Design udl_cmd_gen, sky130hd; sources not shown.
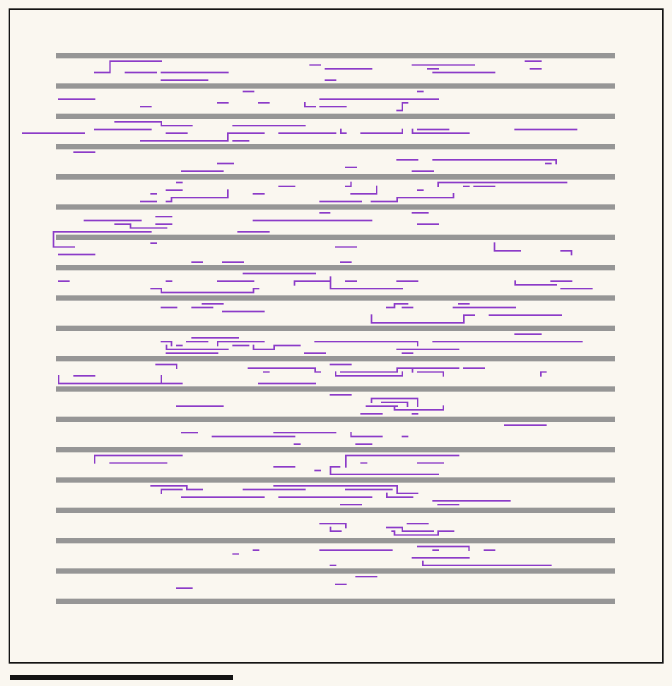
Run 1: the metal 1 layer
Bar = 20 µm. Supply wires on this layer in gray.
wire length on this layer	642 µm
longest straight run	13.3 µm
main direction	horizontal
nets with wire on the layer	88
share of all routed wire	40%
met1 GRT Util: 11.1%
final wirelength: 1.60 mm
DR vias: 568

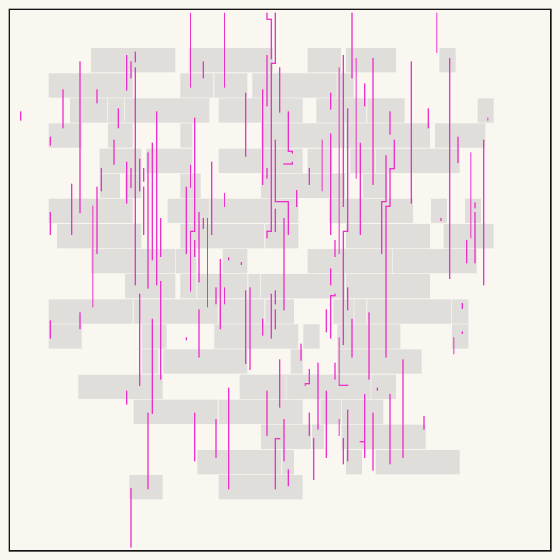
Run 1: met2 routing
Cells faint in the background.
share of all routed wire	50%
main direction	vertical
wire length on this layer	803 µm
nets with wire on the layer	96
met2 usage: 16.4%

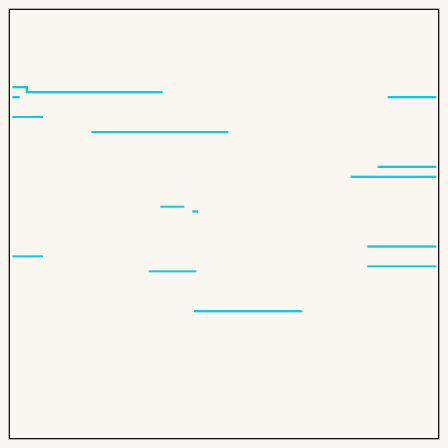
Run 1: metal 3
share of all routed wire	7.2%
nets with wire on the layer	10
grt met3 use: 6.14%

==> qor.yml, run 1 <==
finish:
  area_delta_synth_final_pct: 29.1
  logic_gates: 29
  lay_top_count: "dfrtp_1"
  dominant_cells: "sequential cells"
  clockNetworkAreaShare_pct: 3.63
  largest_reg_flops: 6
  fin_area_um2: 1420
power:
  finalPower_mw: 2.83
  ir_worst_vdd_v: 0.00129
  p_comb_uw: 792
  clk-power_uw: 558
yosys:
  syn-num-nets: 80
  yosys_area_um2: 1100
  avgSynthCellArea_um2: 16.9
  edf_count: 0
  ys_async_sr_fraction_pct: 100
  ys_cells: 65
  yosysTopAreaCell: "dfrtp_1"
global_routing:
  grt_max_degree: 34
  busiest_layer: "met2"
outcome:
  violations: "negative setup slack"
  status: "finished, violations left"
cts:
  clk_pin_slew_worst_paths_ps: 90
  post_cts_buffers: 0
  clock-sinks: 33
final_timing:
  setup_ws_ps: -76.2
  setup_violations: 8
  finalClockSkew_ps: 5.49
  whs_ps: 203
  fin_setup_tns_ps: -322
  slew_headroom_pct: 48.0
  max_freq_mhz: 784
detailed_routing:
  drt_iter0_markers: 6
  firstDrtPassIters: 2
  wl_met2_um: 802
place:
  gp_congestion: 0.656
  io_buffers: 15
worst_setup_path:
  crit_cells: 3
  crit_path_max_incr_delay_ps: 450
  cp_max_fo: 5
die:
  die_w_um: 58.5
  dieArea_um2: 3420
  tap_cells: 30
  fp_util_pct: 44.6
==> run 2: changes to the inputs <==
--- a/config.mk
+++ b/config.mk
@@ -10,6 +10,7 @@
 export DETAILED_ROUTE_END_ITERATION = 7
 export GPL_TIMING_DRIVEN = 0
 export PLACE_DENSITY = 0.68
+export SKIP_CTS_REPAIR_TIMING = 1
 export SYNTH_ARGS = -nofsm -noshare
 export SYNTH_HDL_FRONTEND = slang
 export SYNTH_SLANG_ARGS = --single-unit
==> run 2 against run 1 <==
Net effect:
- the run still ends with negative setup slack left
- clock skew fell by 1.7 ps
- synthesized cell count is the same
- sequential share of layout area decreased by 0.36 points
- sequential cell count unchanged
- clock-buffer cell count unchanged
- fmax rose by 0.79%
- global-route usage is 0.33 points lower
- critical path depth did not move
- power is 1.9% higher
- hold slack lost 130 ps
- sequential power barely moved
- critical path type unchanged
- critical endpoint is now in[2]
- largest cell class unchanged
==> qor.yml, run 2 <==
die:
  fp_util_pct: 44.6
  die_w_um: 58.5
  die_h_um: 58.5
  dieArea_um2: 3420
  pin_count: 16
  tap_cells: 30
power:
  leakage_nw: 0.683
  clk-power_uw: 564
  ir_worst_vdd_v: 0.00131
  finalPower_mw: 2.88
  p_comb_uw: 838
  p_seq_share_pct: 51.3
finish:
  lay_top_count: "dfrtp_1"
  fin_cells: 123
  nFillCells: 196
  logic_gates: 29
  clockNetworkAreaShare_pct: 3.60
  area_delta_synth_final_pct: 29.9
  sh_seq_area_pct: 58.1
  fin_area_um2: 1420
  dominant_cells: "sequential cells"
  logic_area_um2: 345
  flops: 33
  largest_reg_flops: 6
place:
  pre_cts_slack_ps: -836
  gp_congestion: 0.656
  io_buffers: 15
  hpwl_um: 996
global_routing:
  grtUsageTotal_pct: 10.2
  grt_max_degree: 34
  antenna_found_initial: 0
  use_met1_pct: 11.1
detailed_routing:
  viasPerCell: 4.61
  firstDrtPassIters: 2
  wl_met1_um: 670
  wl_met2_um: 779
  drt_iter0_markers: 5
worst_setup_path:
  crit_cells: 3
  start_kind: "flop"
  cp_max_fo: 5
  crit_arrival_ps: 1480
  crit_path_max_incr_delay_ps: 450
yosys:
  top_cell: "dfrtp_1"
  edf_count: 0
  synthesis.area_um2: 1100
  ys_async_sr_fraction_pct: 100
  ys_cells: 65
  syn-num-nets: 80
  synth_warnings: 0
  fa_ha_area_share_pct: 6.85
  yosys_area_um2: 1100
  yosysTopAreaCell: "dfrtp_1"
  common_cells: "dfrtp_1 (33), mux2_2 (7), nor2b_1 (7), ha_1 (6)"
  avgSynthCellArea_um2: 16.9
final_timing:
  whs_ps: 69.3
  setup_violations: 6
  fin_setup_tns_ps: -284
  worst_pin_slew_ps: 685
  setup_ws_ps: -66.1
  finalClockSkew_ps: 3.82
  max_freq_mhz: 790
  rsz0062_at_grt: "yes"
  slew_headroom_pct: 54.3
  finalClockPeriodUsage_pct: 106
cts:
  clock-sinks: 33
  clk_pin_slew_worst_paths_ps: 90
outcome:
  status: "finished, violations left"
  violations: "negative setup slack"
flow_run:
  maxCapViolCount: 0
worst_hold_path:
  hp-class: "input port to asynchronous set/reset pin"
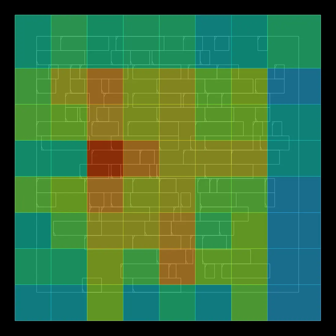
Run 2: track usage over the die
gr busiest metal: met2
post-layout util: 58.0%
grt met3 use: 5.92%

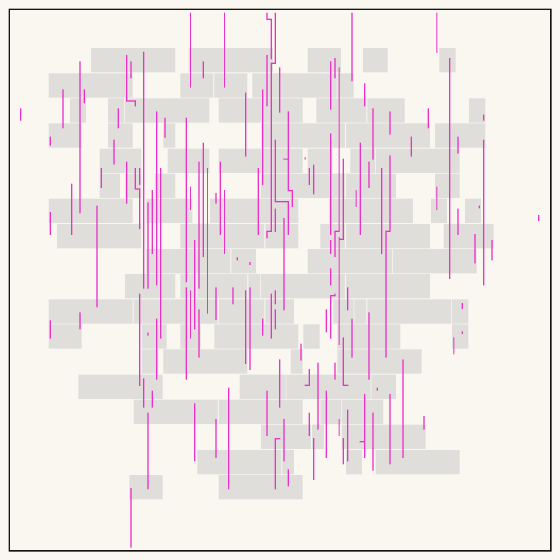
Run 2: met2 routing
Cells faint in the background.
main direction	vertical
share of all routed wire	49%
nets with wire on the layer	95
longest straight run	25.5 µm
DR vias: 567
final wirelength: 1.60 mm
met2 usage: 15.5%

Power figures rest on the tool's default switching activity, not on a simulated workload.
